--- src/rtl/resp_md_chan_arbiter.sv ---
// Per-lane metadata buffers merged into one downstream FIFO by a round-robin arbiter
// that stays locked on a lane until the group's LAST entry has been forwarded.
module resp_md_chan_arbiter #(
    parameter int NUM_CH = 4,
    parameter int DATA_W = 192,
    parameter int DEPTH  = 4,
    parameter int PF_TH  = 3
) (
    input  logic                     clk,
    input  logic                     rst_n,
    input  logic [NUM_CH-1:0]        iv_md_wr_en,
    input  logic [NUM_CH*DATA_W-1:0] iv_md_data,
    output logic [NUM_CH-1:0]        ov_md_prog_full,
    input  logic                     i_out_prog_full,
    output logic                     o_out_wr_en,
    output logic [DATA_W-1:0]        ov_out_data,
    output logic [2:0]               ov_out_ch,
    input  logic [NUM_CH-1:0]        iv_init_finish,
    output logic                     o_init_finish,
    input  logic [31:0]              dbg_sel,
    output logic [31:0]              dbg_bus
);
    localparam int PTR_W  = $clog2(DEPTH);
    localparam int CNT_W  = PTR_W + 1;
    localparam int LANE_W = (NUM_CH > 1) ? $clog2(NUM_CH) : 1;

    typedef enum logic {IDLE = 1'b0, LOCKED = 1'b1} state_t;

    logic [DATA_W-1:0] mem       [NUM_CH][DEPTH];
    logic [PTR_W-1:0]  wr_ptr    [NUM_CH];
    logic [PTR_W-1:0]  rd_ptr    [NUM_CH];
    logic [CNT_W-1:0]  count     [NUM_CH];
    logic [CNT_W-1:0]  count_nxt [NUM_CH];
    logic [15:0]       pop_cnt   [NUM_CH];
    logic [NUM_CH-1:0] ovf;
    logic [NUM_CH-1:0] push_acc;
    logic [NUM_CH-1:0] pop_sel;

    state_t            state;
    logic [LANE_W-1:0] lock_lane;
    logic [LANE_W-1:0] last_grant;
    logic [LANE_W-1:0] cand;

    logic              vld_p0;
    logic [LANE_W-1:0] lane_p0;
    logic [DATA_W-1:0] head_p0;

    // p0: pop decision and head read
    always_comb begin
        vld_p0  = 1'b0;
        lane_p0 = '0;
        cand    = '0;
        if (!i_out_prog_full) begin
            if (state == LOCKED) begin
                if (count[lock_lane] != '0) begin
                    vld_p0  = 1'b1;
                    lane_p0 = lock_lane;
                end
            end else begin
                for (int i = 1; i <= NUM_CH; i++) begin
                    cand = LANE_W'((int'(last_grant) + i) % NUM_CH);
                    if (!vld_p0 && count[cand] != '0) begin
                        vld_p0  = 1'b1;
                        lane_p0 = cand;
                    end
                end
            end
        end
    end

    assign head_p0 = mem[lane_p0][rd_ptr[lane_p0]];

    // A full lane still accepts a push in the cycle it is being popped.
    always_comb begin
        for (int k = 0; k < NUM_CH; k++) begin
            pop_sel[k]   = vld_p0 && (lane_p0 == LANE_W'(k));
            push_acc[k]  = iv_md_wr_en[k] && ((count[k] != CNT_W'(DEPTH)) || pop_sel[k]);
            count_nxt[k] = count[k] + CNT_W'(push_acc[k]) - CNT_W'(pop_sel[k]);
        end
    end

    always_ff @(posedge clk) begin
        for (int k = 0; k < NUM_CH; k++) begin
            if (push_acc[k])
                mem[k][wr_ptr[k]] <= iv_md_data[k*DATA_W +: DATA_W];
        end
    end

    // p1: registered output stage and lane bookkeeping
    always_ff @(posedge clk or negedge rst_n) begin
        if (!rst_n) begin
            for (int k = 0; k < NUM_CH; k++) begin
                wr_ptr[k]  <= '0;
                rd_ptr[k]  <= '0;
                count[k]   <= '0;
                pop_cnt[k] <= '0;
            end
            ovf             <= '0;
            ov_md_prog_full <= '0;
            state           <= IDLE;
            lock_lane       <= '0;
            last_grant      <= LANE_W'(NUM_CH - 1);
            o_out_wr_en     <= 1'b0;
            ov_out_data     <= '0;
            ov_out_ch       <= '0;
            o_init_finish   <= 1'b0;
        end else begin
            for (int k = 0; k < NUM_CH; k++) begin
                if (push_acc[k])
                    wr_ptr[k] <= wr_ptr[k] + 1'b1;
                if (pop_sel[k]) begin
                    rd_ptr[k]  <= rd_ptr[k] + 1'b1;
                    pop_cnt[k] <= pop_cnt[k] + 16'd1;
                end
                if (iv_md_wr_en[k] && !push_acc[k])
                    ovf[k] <= 1'b1;
                count[k]           <= count_nxt[k];
                ov_md_prog_full[k] <= (count_nxt[k] >= CNT_W'(PF_TH));
            end

            if (vld_p0) begin
                if (state == IDLE) begin
                    last_grant <= lane_p0;
                    if (!head_p0[DATA_W-1]) begin
                        state     <= LOCKED;
                        lock_lane <= lane_p0;
                    end
                end else if (head_p0[DATA_W-1]) begin
                    state <= IDLE;
                end
                ov_out_data <= head_p0;
                ov_out_ch   <= 3'(lane_p0);
            end
            o_out_wr_en   <= vld_p0;
            o_init_finish <= &iv_init_finish;
        end
    end

    always_comb begin
        dbg_bus = '0;
        if (dbg_sel == 32'd0)
            dbg_bus = {state, 3'(lock_lane), 3'(last_grant), 25'b0};
        for (int k = 0; k < NUM_CH; k++) begin
            if (dbg_sel == 32'(k + 1))
                dbg_bus = {ovf[k], ov_md_prog_full[k], 14'b0, pop_cnt[k]};
        end
    end
endmodule

--- config.mk ---
export PLATFORM = sky130hd
export DESIGN_NAME = resp_md_chan_arbiter
export DESIGN_NICKNAME = d
export VERILOG_FILES = /design/src/rtl/resp_md_chan_arbiter.sv
export SDC_FILE = /design/constraint.sdc
export NUM_CORES = 2
export LEC_CHECK = 0
export CAP_MARGIN = 0
export CORE_ASPECT_RATIO = 1.4
export CORE_MARGIN = 3
export CORE_UTILIZATION = 40
export CTS_CLUSTER_DIAMETER = 30
export DETAILED_ROUTE_END_ITERATION = 8
export PLACE_DENSITY_LB_ADDON = 0.15
export SETUP_SLACK_MARGIN = 0.05
export SLEW_MARGIN = 20
export SYNTH_ARGS = -nofsm -noshare
export SYNTH_HDL_FRONTEND = slang
export SYNTH_SLANG_ARGS = --single-unit
--- constraint.sdc ---
create_clock -name clk -period 8.8 [get_ports clk]
set_input_delay 1.32 -clock clk [delete_from_list [all_inputs] [get_ports clk]]
set_output_delay 1.32 -clock clk [all_outputs]
set_load 0.01 [all_outputs]
cell_classes.png
Drawn at 1 px/um. Fill, decap, tap and diode cells in grey.
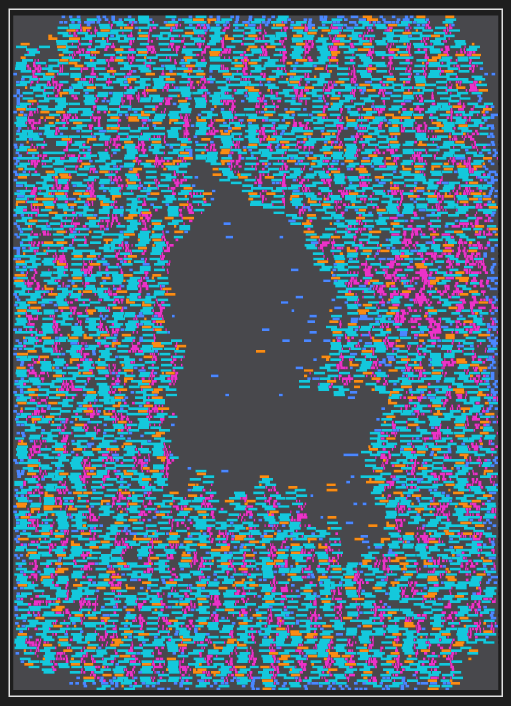
[cyan] flip-flops | cells: 3373
[orange] clock drivers and dummy loads | cells: 1018
[blue] other buffers and delay cells | cells: 1148
[magenta] all other logic | cells: 5815

met2.png
Drawn at 1 px/um.
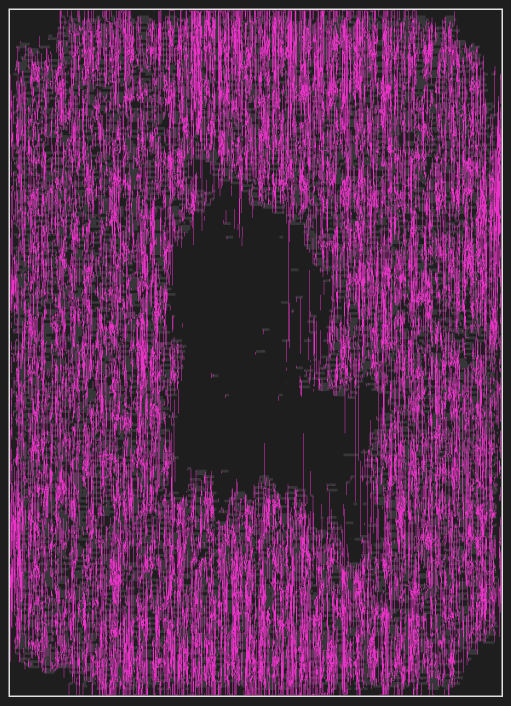
longest straight run: 157 um
wire length on this layer: 211 mm
nets with wire on the layer: 9644
main direction: vertical
share of all routed wire: 48%

==> logic make-up (layout without fill, tap and decap cells) <==
group           count (synthesis)  in the layout  share of synthesized area, %
compound gates               1213           1213                          6.77
xor+xnor                       80             80                         0.531
fa+ha+maj                      32             32                         0.326
buf+inv                       715           2203                          2.24
flops                        3373           3373                          75.6
mux                            25             25                         0.241
other cells                     1            100                       0.00284
simple gates                 4417           4417                          14.3
==> power breakdown <==
group | leakage (nW) | switching (mW) | total, mW | internal [mW]
Sequential | 31.9 | 1.14 | 22.5 | 21.3
Clock | 9.21 | 7.92 | 22.1 | 14.2
Combinational | 19.5 | 12.7 | 18.8 | 6.03
Total | 60.6 | 21.8 | 63.3 | 41.5
==> Yosys cell counts, types with 3 or more instances <==
library cell and number:
nor2b_1 3, clkbuf_1 438, and2_1 4, and4_1 3, nor3_2 4, ha_1 28, mux2i_1 7, xnor2_1 60
buf_1 58, nor4_1 7, a222oi_1 9, buf_2 166, o21ai_0 8, buf_4 15, dfrtp_1 299, xor2_1 20
nand2_1 3123, mux2_2 12, nand4_1 16, or3_1 5, inv_1 35, nor3_1 10, nand2b_1 3, fa_1 4
a31oi_1 382, mux4_2 3, edfxtp_1 3072, o22ai_1 192, nor2_1 28, a41o_1 3, and3_1 409, a22o_1 17
nand3_1 788, a311oi_1 382, a21oi_1 5, a21o_1 195, o21ai_1 3
==> worst max-delay path by stage <==
stage                          from           to  slack (ps)  cells after the start
floorplan           i_out_prog_full    mem[0][0]        1250                      6
global placement    i_out_prog_full  mem[1][263]        2660                      8
detailed placement  i_out_prog_full  mem[1][263]        2570                      8
CTS                      dbg_sel[1]   dbg_bus[7]        3060                      7
global route             dbg_sel[1]   dbg_bus[0]        2870                      7
finish                   dbg_sel[1]   dbg_bus[0]        3000                      7
==> summary.txt <==
Results of the full flow below.

Outcome:
- The run finished with clean final reports.

STA:
- The run gives the setup skew after layout as 54.4 ps.
- The final timing report derives a shortest allowable period of 5800 ps.
- Once routing completed, OpenROAD measured the worst setup slack at 3000 ps.
- The run puts the total negative slack for setup checks at 0 ps.
- The run gives the number of endpoints failing setup at the final stage as 0.
- The run puts the final hold slack at 467 ps.

Routing:
- The run puts the count of unresolved DRC violations after routing at 0.
- The run gives the detailed-routed wire length on met3 as 35900 um.
- The run gives the remaining antenna violation count as 0.
- The run puts the number of DRC markers after the initial detailed-route iteration at 7824.
- Per the detail_route report, routed wire per instance is 27.7 um.
- In the routed layout, each cell is associated on average with a via count of 5.56.
- The run puts the wire length on met2 at 211000 um.
- The run puts the detailed-routing wirelength on met1 at 175000 um.

Final layout:
- Per the final report, the share of cell area in non-clock buffers is 7.27%.
- Per the layout area report, the combinational fraction of cell area is 17.7%.
- The run puts the clock network area share at 11.5%.
- Excluding fillers, the count of instances in the completed layout stands at 15818.
- The run gives the count of filler cells inserted in the layout as 28142.
- The run gives the core occupancy in the finished layout as 50.8%.
- The run puts the non-clock inverter count in the final layout at 37.
- The number of antenna diodes in the final layout is 89.
- The run gives the share of cell area taken by flip-flops and latches as 60.0%.
- The run gives the count of buffers not belonging to the clock network in the layout as 1148.
- Leaving out fill and tap cells, the most frequent cell in the layout is nand2_1.
- The run puts the area growth from synthesis to layout at 26.0%.

Global routing:
- The run gives the global-route total usage across every layer as 25.3%.
- The run gives the global-route track usage on met1 as 32.0%.
- The run gives the busiest metal layer after global routing as met2.
- The run puts the leftover overflow at the end of global routing at 0.
- The run puts the pin count of the biggest net entering global routing at 237.

Pwr:
- The run gives the power density over the cells as 381 mW/mm^2.
- The run gives the final total power as 63.3 mW.
- The run puts the maximum vdd ir drop at 0.000381 V.

Job:
- The run gives the count of warning messages emitted by the tools as 112.
- The run puts the max capacitance violation total at 0.

Setup path:
- On the critical path the data arrives at 4480 ps.
- The worst setup path is captured at an output pin.
- STA classifies the critical path startpoint as an input pin.
- STA shows the worst reg2reg path with a cell count of 13.
- In this run the critical register-to-register path is launched from count[5].
- The run gives the worst path required time as 7480 ps.
- The kind of cell with the highest combined delay along the critical path is simple AND/OR/NAND/NOR gates.
- In this design, the stage delay of the slowest critical-path cell is 850 ps.
- The critical path maximum fanout is 18.

Synthesis:
- In the post-synthesis netlist, the biggest area contributors are edfxtp_1 70%, nand2_1 8.9%, dfrtp_1 5.7%.
- The largest total area in the synthesized netlist belongs to edfxtp_1.
- The run puts the number of standard cells reported by yosys at 9856.
- The run puts the share of flip-flops with an asynchronous set or reset after synthesis at 8.92%.
- The run puts the Yosys chip area at 0.132 mm^2.
- The run gives the mean post-synth cell area as 13.4 um^2.
- The run gives the number of synthesized register bits as 3373.
- The run puts the post-synth design cell area at 0.132 mm^2.

Place:
- Summed over all nets, the half-perimeter wirelength after detailed placement is 248000 um.
- The run gives the total instance count after detailed placement as 14710.

Clock network:
- The run puts the number of clock sinks at 3373.
- The run gives the post-cts hold-fix buffer tally as 0.
- The run gives the root cell of the clock tree as clkbuf_16.
- Looking at the clock tree report, the maximum root-to-sink buffer count equals 4.
- On the reported timing paths, the clock transition at the registers reads 50 ps.
- The run puts the number of buffers inserted to repair setup after CTS at 0.

Floorplanning:
- The die covers 0.337 mm^2.
- The run gives the area of the core as 0.327 mm^2.
- In this run the count of I/O pins placed on the die edge is 1044.
- The run puts the pre-placement core utilization at 40.3%.
- The run puts the total number of tap cells at 4375.
- The run gives the die width as 491 um.
- Per the OpenROAD floorplan log, the height of the die is 686 um.
- The run puts the standard-cell row count at 248.
Power and IR drop assume default switching activity.
